Run 1, routing congestion map:
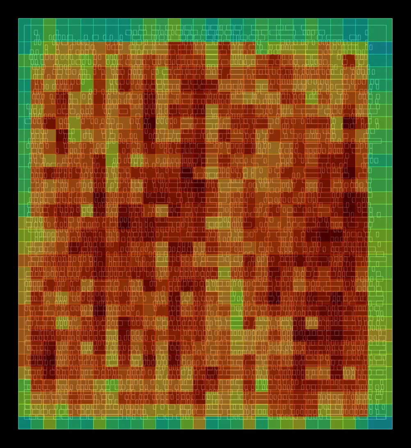
Run 1, metal 2:
Cells faint in the background.
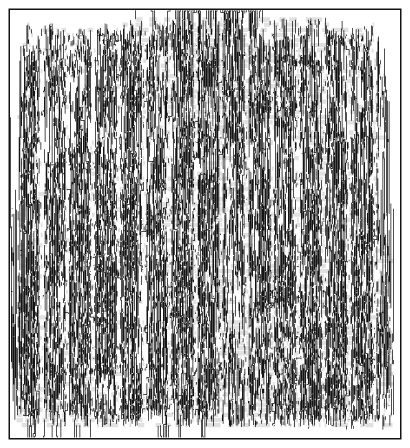
Run 1, clock network drawn from the DEF:
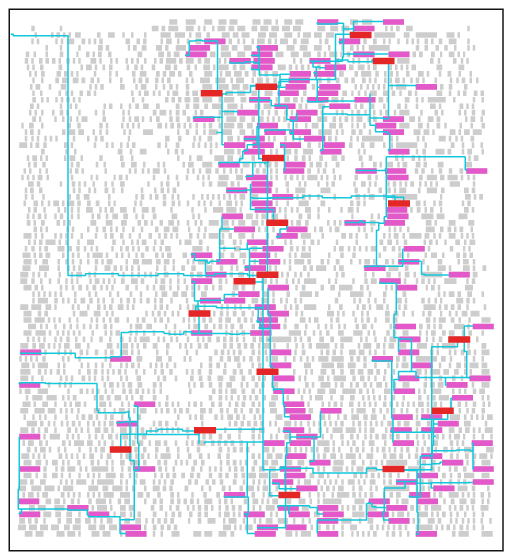
Run 1, metal 3:
Bar = 50 um.
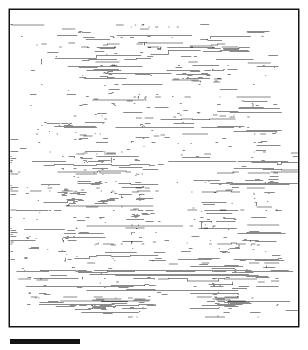
==> config.mk <==
export PLATFORM = sky130hd
export DESIGN_NAME = alu_exec_unit
export DESIGN_NICKNAME = d
export VERILOG_FILES = /design/src/rtl/alu_pkg.sv /design/src/rtl/mul_seq.sv /design/src/rtl/alu_exec_unit.sv
export SDC_FILE = /design/constraint.sdc
export NUM_CORES = 1
export LEC_CHECK = 0
export ABC_AREA = 1
export CAP_MARGIN = 15
export CELL_PAD_IN_SITES_DETAIL_PLACEMENT = 1
export CELL_PAD_IN_SITES_GLOBAL_PLACEMENT = 1
export CORE_ASPECT_RATIO = 1.1
export CORE_MARGIN = 3
export CORE_UTILIZATION = 43
export DETAILED_ROUTE_END_ITERATION = 8
export PLACE_DENSITY_LB_ADDON = 0.1
export SYNTH_ARGS = -nofsm -noshare
export SYNTH_HDL_FRONTEND = slang
export SYNTH_SLANG_ARGS = --single-unit
export TNS_END_PERCENT = 30
==> constraint.sdc <==
create_clock -name clk -period 4.56 [get_ports clk]
set_input_delay 0.912 -clock clk [delete_from_list [all_inputs] [get_ports clk]]
set_output_delay 0.912 -clock clk [all_outputs]
set_load 0.05 [all_outputs]
==> flow_summary.json, run 1 <==
{
  "via_per_inst": 6.11,
  "use_met1": 0.439,
  "multi_input_comb_cells": 2513,
  "clk-power_mw": 1.63,
  "yosys.area.top_type": "dfrtp_1",
  "root_buffer": "clkbuf_16",
  "mi_logic_area_sq_um": 13200,
  "cp_top_family": "simple AND/OR/NAND/NOR gates",
  "yosysUniqueCellTypes": 49,
  "grt_pass1_wl_mm": 149,
  "reg2regPathDepth": 24,
  "grt_pass1_vias": 25600,
  "areaGrowthSynthToFinish_pct": 17.5,
  "postLayoutCellArea_sq_um": 22400,
  "max_stage_delay_ns": 0.43,
  "synth_top_area_share": 0.223,
  "worst_slew_pin_slew_ns": 1.17,
  "finalSetupViolations": 0,
  "initial_utilization": 0.437,
  "power_density_nw_per_um2": 353,
  "die_h_um": 227,
  "cts.clk_slew.worst_paths_ns": 0.07,
  "r2r_slack_ns": 0.10,
  "tap_cells": 574,
  "lay_top_count": "nand2_1",
  "path_cells": "buf_4 > nand2_1 > inv_1 > ha_2 > a21oi_2 > nor2_1 > nor2_1 > nand2_1 > nand3_1 > nand2_1 > xor2_2 > ha_1 > nand2_1 > o21ai_0 > inv_1 > o21ai_1 > nand2_1 > nand4_1 > nand3_1 > nand2_1 > nand2_1 > nor2_1 > nand4_1 > nand3_1",
  "grt_overflow_total": 0,
  "flop_area_sq_um": 4250,
  "seqAreaFraction": 0.190,
  "ys_cells": 3229,
  "yosys_area_sq_um": 19000,
  "crit_top_cell": "nand2_1",
  "grtUsageTotal": 0.421,
  "flop-count": 170,
  "power_mw": 7.90,
  "ys_seq_share": 0.223,
  "gp_congestion": 1.06,
  "lay_top_cells": "nand2_1, inv_1, nand3_1",
  "seq_power_mw": 2.14,
  "drtIter0Drc": 2237,
  "top_layer_used": "met4",
  "status": "complete, no violations",
  "drv_cap": 0,
  "yosys.area_share.simple": 0.403,
  "dr_wl_met3_mm": 6.30,
  "top_cells_by_count": "nand2_1, inv_1, nand3_1",
  "stdcell_count": 3947
}
## Picture notes: 'routing congestion map'
met2 usage: 0.732
GR peak layer: met2
Core Util, Final: 0.514
routed length per instance: 25.4 um

## Picture notes: 'metal 2'
3205 nets have wire on it. The wires run mostly vertical.
Detailed Route WL: 100 mm
DR vias: 24100

## Picture notes: 'clock network drawn from the DEF'
Key: clock-net drivers = red [count 17]; clock wires = cyan [length 2920 um]; flip-flops = magenta [count 170]
There are 18 routed clock nets.
clock power share: 0.206
Worst Skew: 0.0203 ns
clock latency on the worst-skew pair: 0.50 ns

## Picture notes: 'metal 3'
420 nets have wire on it. The layer carries 6300 um of wire.
met3 GRT Util: 0.0843

==> run 2: changes to the inputs <==
CTS_CLUSTER_DIAMETER = 30   (was default)
Run 2, clock network drawn from the DEF:
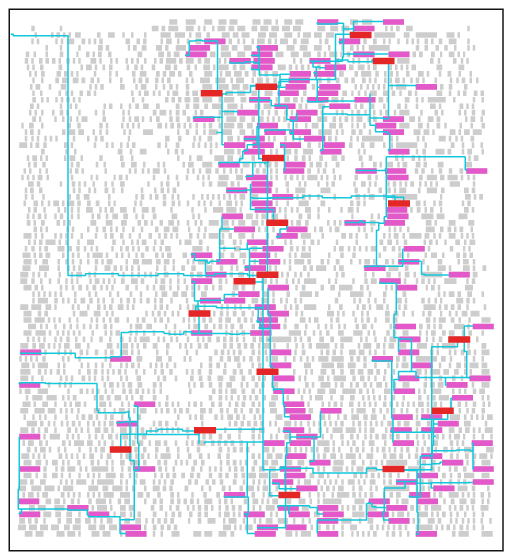
Key: clock wires = cyan [length 2920 um]; flip-flops = magenta [count 170]; clock-net drivers = red [count 17]
There are 18 routed clock nets.
Clk. pwr: 1.63 mW

==> flow_summary.json, run 2 <==
{
  "status": "complete, no violations",
  "cts.clk_slew.worst_paths_ns": 0.07,
  "grt_pass1_wl_mm": 149,
  "areaGrowthSynthToFinish_pct": 17.5,
  "r2r_slack_ns": 0.10,
  "synth_top_area_share": 0.223,
  "stdcell_count": 3947,
  "lay_top_cells": "nand2_1, inv_1, nand3_1",
  "seq_power_mw": 2.14,
  "yosys.area_share.simple": 0.403,
  "grt_util_met2": 0.732,
  "grt_overflow_total": 0,
  "most_common_cell": "nand2_1",
  "postLayoutCellArea_sq_um": 22400,
  "drv_cap": 0,
  "yosys_area_sq_um": 19000,
  "vias": 24100,
  "clock_power_share": 0.206,
  "grtUsageTotal": 0.421,
  "met3_usage": 0.0843,
  "via_per_inst": 6.11,
  "power_mw": 7.90,
  "finalSetupViolations": 0,
  "top_layer_used": "met4",
  "multi_input_comb_cells": 2513,
  "lay_top_count": "nand2_1",
  "root_buffer": "clkbuf_16",
  "mi_logic_area_sq_um": 13200,
  "gp_congestion": 1.06,
  "wirelength_mm": 100,
  "fin_util": 0.514,
  "cp_top_family": "simple AND/OR/NAND/NOR gates",
  "avgRoutedWirePerCell_um": 25.4,
  "worst_slew_pin_slew_ns": 1.17,
  "initial_utilization": 0.437,
  "drtIter0Drc": 2237,
  "power_density_nw_per_um2": 353,
  "path_cells": "buf_4 > nand2_1 > inv_1 > ha_2 > a21oi_2 > nor2_1 > nor2_1 > nand2_1 > nand3_1 > nand2_1 > xor2_2 > ha_1 > nand2_1 > o21ai_0 > inv_1 > o21ai_1 > nand2_1 > nand4_1 > nand3_1 > nand2_1 > nand2_1 > nor2_1 > nand4_1 > nand3_1",
  "top_cells_by_count": "nand2_1, inv_1, nand3_1",
  "fin_skew_ns": 0.0203,
  "seqAreaFraction": 0.190,
  "yosys.area.top_type": "dfrtp_1",
  "dr_wl_met3_mm": 6.30,
  "reg2regPathDepth": 24,
  "grt_pass1_vias": 25600,
  "use_met1": 0.439,
  "die_h_um": 227,
  "crit_top_cell": "nand2_1",
  "yosysUniqueCellTypes": 49,
  "flop-count": 170,
  "edf_count": 0,
  "ys_cells": 3229
}
Run 2, metal 3:
Bar = 50 um.
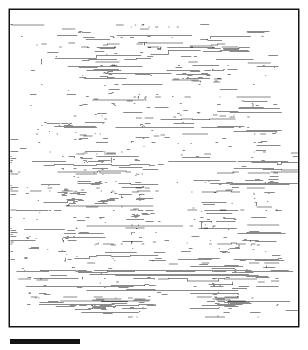
420 nets have wire on it. The layer carries 6300 um of wire. The longest straight run is 114 um.

No activity file was given, so power comes from the tool's default toggle rates.
